Selected gate families:
Scale bar: 20 um.
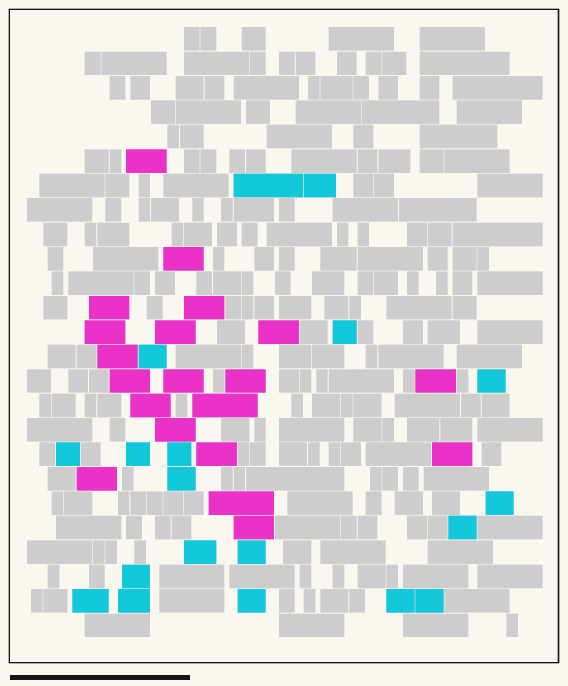
Track usage over the die:
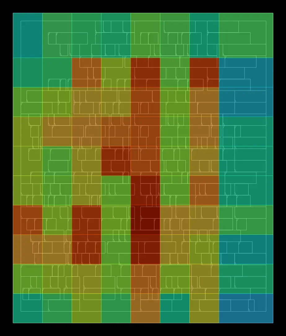
Sequential cells grouped by signal name:
Scale bar: 20 um.
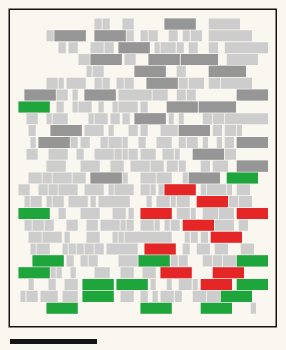
Cells colored by class:
Scale bar: 20 um.
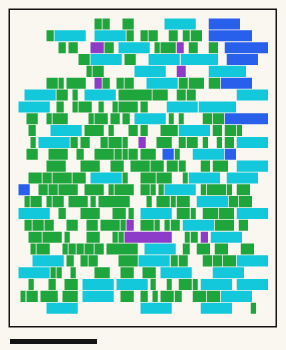
<file path="src/rtl/vga_pkg.sv">
// vga_pkg: shared constants for the 160x120 framebuffer scan-out.
//   - colour type and named colours
//   - framebuffer geometry and 640x480@60 timing constants
//   - fb_addr(): framebuffer cell address y*160+x built from shifts
package vga_pkg;

    localparam int SCREEN_WIDTH  = 160;
    localparam int SCREEN_HEIGHT = 120;
    localparam int FB_WIDTH      = 160;
    localparam int SCALE_SHIFT   = 2;
    localparam int ADDR_W        = 15;
    localparam int CNT_W         = 10;

    localparam int H_VISIBLE = 640;
    localparam int H_FRONT   = 16;
    localparam int H_SYNC    = 96;
    localparam int H_BACK    = 48;
    localparam int V_VISIBLE = 480;
    localparam int V_FRONT   = 10;
    localparam int V_SYNC    = 2;
    localparam int V_BACK    = 33;

    localparam int H_TOTAL = H_VISIBLE + H_FRONT + H_SYNC + H_BACK;
    localparam int V_TOTAL = V_VISIBLE + V_FRONT + V_SYNC + V_BACK;

    typedef logic [2:0] colour_t;

    localparam colour_t BLACK  = 3'b000;
    localparam colour_t BLUE   = 3'b001;
    localparam colour_t GREEN  = 3'b010;
    localparam colour_t YELLOW = 3'b110;
    localparam colour_t RED    = 3'b100;
    localparam colour_t WHITE  = 3'b111;

    // y*160 + x as (y<<7)+(y<<5)+x; 119*160+159 = 19199 fits in 15 bits.
    function automatic logic [ADDR_W-1:0] fb_addr(input logic [7:0] xx, input logic [6:0] yy);
        logic [ADDR_W-1:0] y_w;
        y_w = {8'd0, yy};
        return (y_w << 7) + (y_w << 5) + {7'd0, xx};
    endfunction

endpackage

</file>
<file path="src/rtl/vga_timing.sv">
// vga_timing: pixel-phase toggle, horizontal/vertical counters and decode.
//   clk, resetn    : system clock, synchronous active-low reset
//   o_phase        : pixel phase bit (VGA_CLK is its inverse)
//   o_pix_tick     : high on the clk edge where the counters advance
//   o_h_cnt/v_cnt  : current scan position
//   o_visible      : position lies in the active area
//   o_hsync_n/vsync_n : sync levels for the current position (active low)
//   o_vblank       : v_cnt in vertical blanking
//   o_frame_wrap   : this tick moves the scan from the last visible line into vblank
module vga_timing #(
    parameter int H_VISIBLE = vga_pkg::H_VISIBLE,
    parameter int H_FRONT   = vga_pkg::H_FRONT,
    parameter int H_SYNC    = vga_pkg::H_SYNC,
    parameter int H_BACK    = vga_pkg::H_BACK,
    parameter int V_VISIBLE = vga_pkg::V_VISIBLE,
    parameter int V_FRONT   = vga_pkg::V_FRONT,
    parameter int V_SYNC    = vga_pkg::V_SYNC,
    parameter int V_BACK    = vga_pkg::V_BACK
) (
    input  logic                      clk,
    input  logic                      resetn,
    output logic                      o_phase,
    output logic                      o_pix_tick,
    output logic [vga_pkg::CNT_W-1:0] o_h_cnt,
    output logic [vga_pkg::CNT_W-1:0] o_v_cnt,
    output logic                      o_visible,
    output logic                      o_hsync_n,
    output logic                      o_vsync_n,
    output logic                      o_vblank,
    output logic                      o_frame_wrap
);
    import vga_pkg::*;

    localparam int HT       = H_VISIBLE + H_FRONT + H_SYNC + H_BACK;
    localparam int VT       = V_VISIBLE + V_FRONT + V_SYNC + V_BACK;
    localparam int HS_FIRST = H_VISIBLE + H_FRONT;
    localparam int HS_LAST  = H_VISIBLE + H_FRONT + H_SYNC - 1;
    localparam int VS_FIRST = V_VISIBLE + V_FRONT;
    localparam int VS_LAST  = V_VISIBLE + V_FRONT + V_SYNC - 1;

    logic             r_phase;
    logic [CNT_W-1:0] r_h_cnt;
    logic [CNT_W-1:0] r_v_cnt;
    logic             w_pix_tick;
    logic             w_h_last;

    // Tick while phase is 0, so the very first edge out of reset already
    // advances the scan and the pipeline updates on VGA_CLK falling edges.
    assign w_pix_tick = ~r_phase;
    assign w_h_last   = (r_h_cnt == CNT_W'(HT - 1));

    // NOTE: sequential state uses non-blocking assignments so every flop
    // samples the pre-edge values regardless of statement order.
    always_ff @(posedge clk) begin
        if (!resetn) begin
            r_phase <= 1'b0;
            r_h_cnt <= '0;
            r_v_cnt <= '0;
        end else begin
            r_phase <= ~r_phase;
            if (w_pix_tick) begin
                if (w_h_last) begin
                    r_h_cnt <= '0;
                    r_v_cnt <= (r_v_cnt == CNT_W'(VT - 1)) ? '0 : r_v_cnt + 1'b1;
                end else begin
                    r_h_cnt <= r_h_cnt + 1'b1;
                end
            end
        end
    end

    assign o_phase      = r_phase;
    assign o_pix_tick   = w_pix_tick;
    assign o_h_cnt      = r_h_cnt;
    assign o_v_cnt      = r_v_cnt;
    assign o_visible    = (r_h_cnt < CNT_W'(H_VISIBLE)) && (r_v_cnt < CNT_W'(V_VISIBLE));
    assign o_hsync_n    = !((r_h_cnt >= CNT_W'(HS_FIRST)) && (r_h_cnt <= CNT_W'(HS_LAST)));
    assign o_vsync_n    = !((r_v_cnt >= CNT_W'(VS_FIRST)) && (r_v_cnt <= CNT_W'(VS_LAST)));
    assign o_vblank     = (r_v_cnt >= CNT_W'(V_VISIBLE));
    assign o_frame_wrap = w_pix_tick && w_h_last && (r_v_cnt == CNT_W'(V_VISIBLE - 1));

endmodule

</file>
<file path="src/rtl/vga_scanout.sv">
// vga_scanout: framebuffer read side and VGA DAC driver.
//   clk, resetn      : 50 MHz clock, synchronous active-low reset
//   rd_addr/rd_data  : synchronous framebuffer read port (data one clk later)
//   VGA_R/G/B        : 10-bit DAC values, each a replicated colour bit
//   VGA_HS/VS        : active-low syncs; VGA_BLANK low while blanking
//   VGA_SYNC         : constant 0; VGA_CLK: 25 MHz pixel clock
//   frame_start      : one-clk pulse entering vertical blanking
//   in_vblank        : high while the displayed line is in vertical blanking
// Pipeline: stage 1 issues the address and delays the timing bits, stage 2
// one pixel later registers the pins, so the pins trail the scan by one pixel.
module vga_scanout #(
    parameter int H_VISIBLE = vga_pkg::H_VISIBLE,
    parameter int H_FRONT   = vga_pkg::H_FRONT,
    parameter int H_SYNC    = vga_pkg::H_SYNC,
    parameter int H_BACK    = vga_pkg::H_BACK,
    parameter int V_VISIBLE = vga_pkg::V_VISIBLE,
    parameter int V_FRONT   = vga_pkg::V_FRONT,
    parameter int V_SYNC    = vga_pkg::V_SYNC,
    parameter int V_BACK    = vga_pkg::V_BACK
) (
    input  logic        clk,
    input  logic        resetn,
    output logic [14:0] rd_addr,
    input  logic [2:0]  rd_data,
    output logic [9:0]  VGA_R,
    output logic [9:0]  VGA_G,
    output logic [9:0]  VGA_B,
    output logic        VGA_HS,
    output logic        VGA_VS,
    output logic        VGA_BLANK,
    output logic        VGA_SYNC,
    output logic        VGA_CLK,
    output logic        frame_start,
    output logic        in_vblank
);
    import vga_pkg::*;

    logic             w_phase;
    logic             w_pix_tick;
    logic [CNT_W-1:0] w_h_cnt;
    logic [CNT_W-1:0] w_v_cnt;
    logic             w_visible;
    logic             w_hsync_n;
    logic             w_vsync_n;
    logic             w_vblank;
    logic             w_frame_wrap;
    colour_t          w_colour;

    logic [ADDR_W-1:0] r_rd_addr;
    logic              r_s1_visible, r_s1_hs, r_s1_vs, r_s1_vblank;
    logic [9:0]        r_vga_r, r_vga_g, r_vga_b;
    logic              r_vga_hs, r_vga_vs, r_vga_blank, r_vga_sync, r_vga_clk;
    logic              r_frame_start, r_in_vblank;

    vga_timing #(
        .H_VISIBLE(H_VISIBLE), .H_FRONT(H_FRONT), .H_SYNC(H_SYNC), .H_BACK(H_BACK),
        .V_VISIBLE(V_VISIBLE), .V_FRONT(V_FRONT), .V_SYNC(V_SYNC), .V_BACK(V_BACK)
    ) u_timing (
        .clk          (clk),
        .resetn       (resetn),
        .o_phase      (w_phase),
        .o_pix_tick   (w_pix_tick),
        .o_h_cnt      (w_h_cnt),
        .o_v_cnt      (w_v_cnt),
        .o_visible    (w_visible),
        .o_hsync_n    (w_hsync_n),
        .o_vsync_n    (w_vsync_n),
        .o_vblank     (w_vblank),
        .o_frame_wrap (w_frame_wrap)
    );

    // Blanked pixels select BLACK, so rd_data (possibly X) never reaches the pins.
    assign w_colour = r_s1_visible ? colour_t'(rd_data) : BLACK;

    always_ff @(posedge clk) begin
        if (!resetn) begin
            r_rd_addr     <= '0;
            r_s1_visible  <= 1'b0;
            r_s1_hs       <= 1'b1;
            r_s1_vs       <= 1'b1;
            r_s1_vblank   <= 1'b0;
            r_vga_r       <= '0;
            r_vga_g       <= '0;
            r_vga_b       <= '0;
            r_vga_hs      <= 1'b1;
            r_vga_vs      <= 1'b1;
            r_vga_blank   <= 1'b0;
            r_vga_sync    <= 1'b0;
            r_vga_clk     <= 1'b1;
            r_frame_start <= 1'b0;
            r_in_vblank   <= 1'b0;
        end else begin
            // Phase flips this edge, so ~next_phase equals the current phase.
            r_vga_clk     <= w_phase;
            r_vga_sync    <= 1'b0;
            r_frame_start <= w_frame_wrap;
            if (w_pix_tick) begin
                r_rd_addr    <= w_visible ? fb_addr(w_h_cnt[9:2], w_v_cnt[8:2]) : '0;
                r_s1_visible <= w_visible;
                r_s1_hs      <= w_hsync_n;
                r_s1_vs      <= w_vsync_n;
                r_s1_vblank  <= w_vblank;

                r_vga_r      <= {10{w_colour[2]}};
                r_vga_g      <= {10{w_colour[1]}};
                r_vga_b      <= {10{w_colour[0]}};
                r_vga_hs     <= r_s1_hs;
                r_vga_vs     <= r_s1_vs;
                r_vga_blank  <= r_s1_visible;
                r_in_vblank  <= r_s1_vblank;
            end
        end
    end

    assign rd_addr     = r_rd_addr;
    assign VGA_R       = r_vga_r;
    assign VGA_G       = r_vga_g;
    assign VGA_B       = r_vga_b;
    assign VGA_HS      = r_vga_hs;
    assign VGA_VS      = r_vga_vs;
    assign VGA_BLANK   = r_vga_blank;
    assign VGA_SYNC    = r_vga_sync;
    assign VGA_CLK     = r_vga_clk;
    assign frame_start = r_frame_start;
    assign in_vblank   = r_in_vblank;

endmodule

</file>
<file path="config.mk">
export PLATFORM = sky130hd
export DESIGN_NAME = vga_scanout
export DESIGN_NICKNAME = d
export VERILOG_FILES = /design/src/rtl/vga_pkg.sv /design/src/rtl/vga_timing.sv /design/src/rtl/vga_scanout.sv
export SDC_FILE = /design/constraint.sdc
export NUM_CORES = 1
export LEC_CHECK = 0
export CAP_MARGIN = 20
export CORE_ASPECT_RATIO = 1.2
export CORE_MARGIN = 1.5
export CORE_UTILIZATION = 66
export CTS_BUF_LIST = sky130_fd_sc_hd__clkbuf_2
export CTS_CLUSTER_SIZE = 12
export DETAILED_ROUTE_END_ITERATION = 8
export DONT_BUFFER_PORTS = 1
export HOLD_SLACK_MARGIN = 0.03
export PLACE_DENSITY_LB_ADDON = 0.12
export SLEW_MARGIN = 20
export SYNTH_ARGS = -nofsm -noshare
export SYNTH_HDL_FRONTEND = slang
export SYNTH_SLANG_ARGS = --single-unit
</file>
<file path="constraint.sdc">
create_clock -name clk -period 3.15 [get_ports clk]
set_input_delay 0.945 -clock clk [delete_from_list [all_inputs] [get_ports clk]]
set_output_delay 0.945 -clock clk [all_outputs]
set_load 0.1 [all_outputs]
</file>
==> results.py <==
# Auto-generated metrics
metrics = {
    "outcome": {
        "outcome": "finished, final reports clean",
    },
    "synth": {
        "postSynthSeqShare_pct": 36.8,
        "yosysTopAreaCell": "dfxtp_1",
        "edf_count": 0,
        "ys.flops": 49,
        "yosysChipArea_sq_um": 2660,
        "syn_nets": 315,
        "syn_inst": 290,
        "top_area_share_pct": 36.8,
        "yosysMostFrequentCell": "dfxtp_1",
        "yosys_cells": 290,
    },
    "clock_network": {
        "cts_tree": "built",
        "ctsResizeCount": 0,
        "clkTransAtPathRegs_ns": 0.23,
        "clock_sinks": 49,
        "clock_path_buffers": 2,
        "clock_latency_ns": 0.45,
    },
    "final_layout": {
        "drive_gt1_share_pct": 10.4,
        "nNetsFinal": 292,
    },
    "sta": {
        "timing.fmax_mhz": 400,
        "clock_skew_ns": 0.0290,
        "final-max-slew-violation-count": 0,
        "worst_slew_pin_slew_ns": 0.996,
        "finalSetupTns_ns": 0,
        "relSlewSlack_pct": 33.5,
        "min_period_over_period_pct": 79.4,
        "setup_viol": 0,
    },
    "global_route": {
        "grt_pass1_vias": 1790,
        "antenna_found_initial": 0,
        "grt_pass1_wl_mm": 8.17,
    },
    "worst_setup_path": {
        "cp_data_required_time_ns": 2.20,
        "cp-start-kind": "register",
        "critPathSlowestCell": "dfxtp_4",
        "crit_path_cell_trace": "buf_16",
        "end_kind": "primary output",
        "critical_path_peak_fanout": 5,
        "slowest_delay_ns": 0.63,
    },
    "routing": {
        "drtIter0Drc": 99,
        "vias": 1926,
        "ant_nets": 0,
        "finalWirelength_mm": 5.02,
    },
    "placed_design": {
        "gp_congestion": 0.791,
        "port_buffers": 0,
    },
    "pwr": {
        "power.density_nw_per_um2": 444,
    },
    "die": {
        "die_area_sq_um": 4430,
    },
    "worst_hold_path": {
        "hp-class": "register to register",
    },
}
Back to the opening pictures, 'selected gate families':
fa/ha/maj cells: drawn in magenta, cells 20. non-inverting ao/oa cells: drawn in cyan, cells 19.

Back to the opening pictures, 'track usage over the die':
met1 GRT Util: 30.1%
Top Usage Layer GRT: met2
met2 usage: 41.9%
GR Util met3: 6.03%
drt wl/cell: 15.6 um

Back to the opening pictures, 'sequential cells grouped by signal name':
`u_timing.o_h_cnt`: drawn in red, placed flops 10. `rd_addr`: drawn in green, placed flops 15.
Another 24 sequential cells are not colored.
seq pwr: 0.000670 W
FF+latch area: 992 sq um
final design utilization: 69.2%

Back to the opening pictures, 'cells colored by class':
remaining buffers and delay cells: drawn in blue, cells 9, share of their area 6.3%. sequential cells: drawn in cyan, cells 49, share of their area 38%. clock drivers and dummy loads: drawn in purple, cells 8, share of their area 2.7%. combinational and other logic: drawn in green, cells 202, share of their area 53%.
flop share of the area: 36.7%
fin area: 2710 sq um
Placement Rows: 25
Core Area: 3910 sq um

stage by stage:
step	power, W	instances	hold slack [ns]	cell area (sq um)	util [%]
floorplan	0.000867	290	0.416	2660	-
global placement	0.000869	314	0.428	2640	67.4
detailed placement	0.000871	314	0.433	2640	67.4
CTS	0.00121	322	0.460	2710	69.2
global route	0.00124	322	0.494	2710	69.2
finish	0.00120	322	0.458	2710	69.2
cells by family (layout without fill, tap and decap cells):
kind of cell | count (synthesis) | count (layout) | synth area share, %
AOI/OAI and AO/OA | 57 | 57 | 15.8
and+or+nand+nor | 95 | 95 | 20.0
muxes | 4 | 4 | 1.50
other | 1 | 1 | 0.141
xor gates and xnor gates | 11 | 11 | 3.62
DFF | 49 | 49 | 36.8
adders and majority gates | 20 | 20 | 9.96
buffers and inverters | 53 | 31 | 12.1
area by class of cell:
| class | instances | area, sq um |
|---|---|---|
| clock buffers | 5 | 25.0 |
| clock inverters | 3 | 45.0 |
| fillers | 337 | 1200 |
| inverters | 14 | 52.6 |
| multi-input cells | 188 | 1360 |
| flip-flops and latches | 49 | 992 |
| well taps | 54 | 67.6 |
| repair buffers | 9 | 165 |
layout by cell type, fill, tap and decap left out, types with 2 or more instances in the layout:
master / n
buf_12: 3
buf_4: 3
clkbuf_2: 5
nand4_1: 4
nor3_1: 4
or4_1: 5
o21a_1: 3
o211ai_1: 4
a32o_1: 2
buf_16: 3
dfxtp_4: 3
xor2_1: 5
nor2b_1: 9
or2_2: 3
o2111ai_1: 3
nand3_1: 7
a21oi_1: 12
ha_1: 18
fa_1: 2
nand2_1: 20
nor2_1: 17
o21ai_0: 9
or3_1: 5
a211o_1: 2
and4_1: 2
and4b_1: 3
o31ai_1: 3
dfxtp_1: 46
and2_1: 4
nand2b_1: 5
inv_1: 14
a22o_1: 8
a22oi_1: 4
mux2i_1: 4
xnor2_1: 6
where the power goes:
part	total, W	internal, W	leakage, nW	switching (W)
clock network	0.000343	0.000136	0.0435	0.000207
registers	0.000670	0.000632	0.399	0.0000377
logic	0.000188	0.0000337	0.668	0.000155
total	0.00120	0.000802	1.11	0.000399
layer usage:
metal / up-vias / wire length, um / GRT usage [%]
met3: 7 / 233 / 6.03
met2: 47 / 2640 / 41.9
met5: - / 0 / 0
met4: 0 / 68 / 8.21
li1: 946 / - / -
met1: 926 / 2080 / 30.1
final timing paths:
path / from / end / slack [ns] / cells after the start
setup / recovery: VGA_G[0]$_SDFFE_PN0N_ / VGA_G[1] / 0.65 / 1
hold / removal: r_s1_visible$_SDFFE_PN0N_ / r_s1_visible$_SDFFE_PN0N_ / 0.46 / 2
setup reg to reg: u_timing.o_v_cnt[2]$_SDFFE_PN0P_ / rd_addr[12]$_SDFFE_PN0N_ / 0.74 / 7
hold reg to reg: r_s1_visible$_SDFFE_PN0N_ / r_s1_visible$_SDFFE_PN0N_ / 0.46 / 2
No activity file was given, so power comes from the tool's default toggle rates.
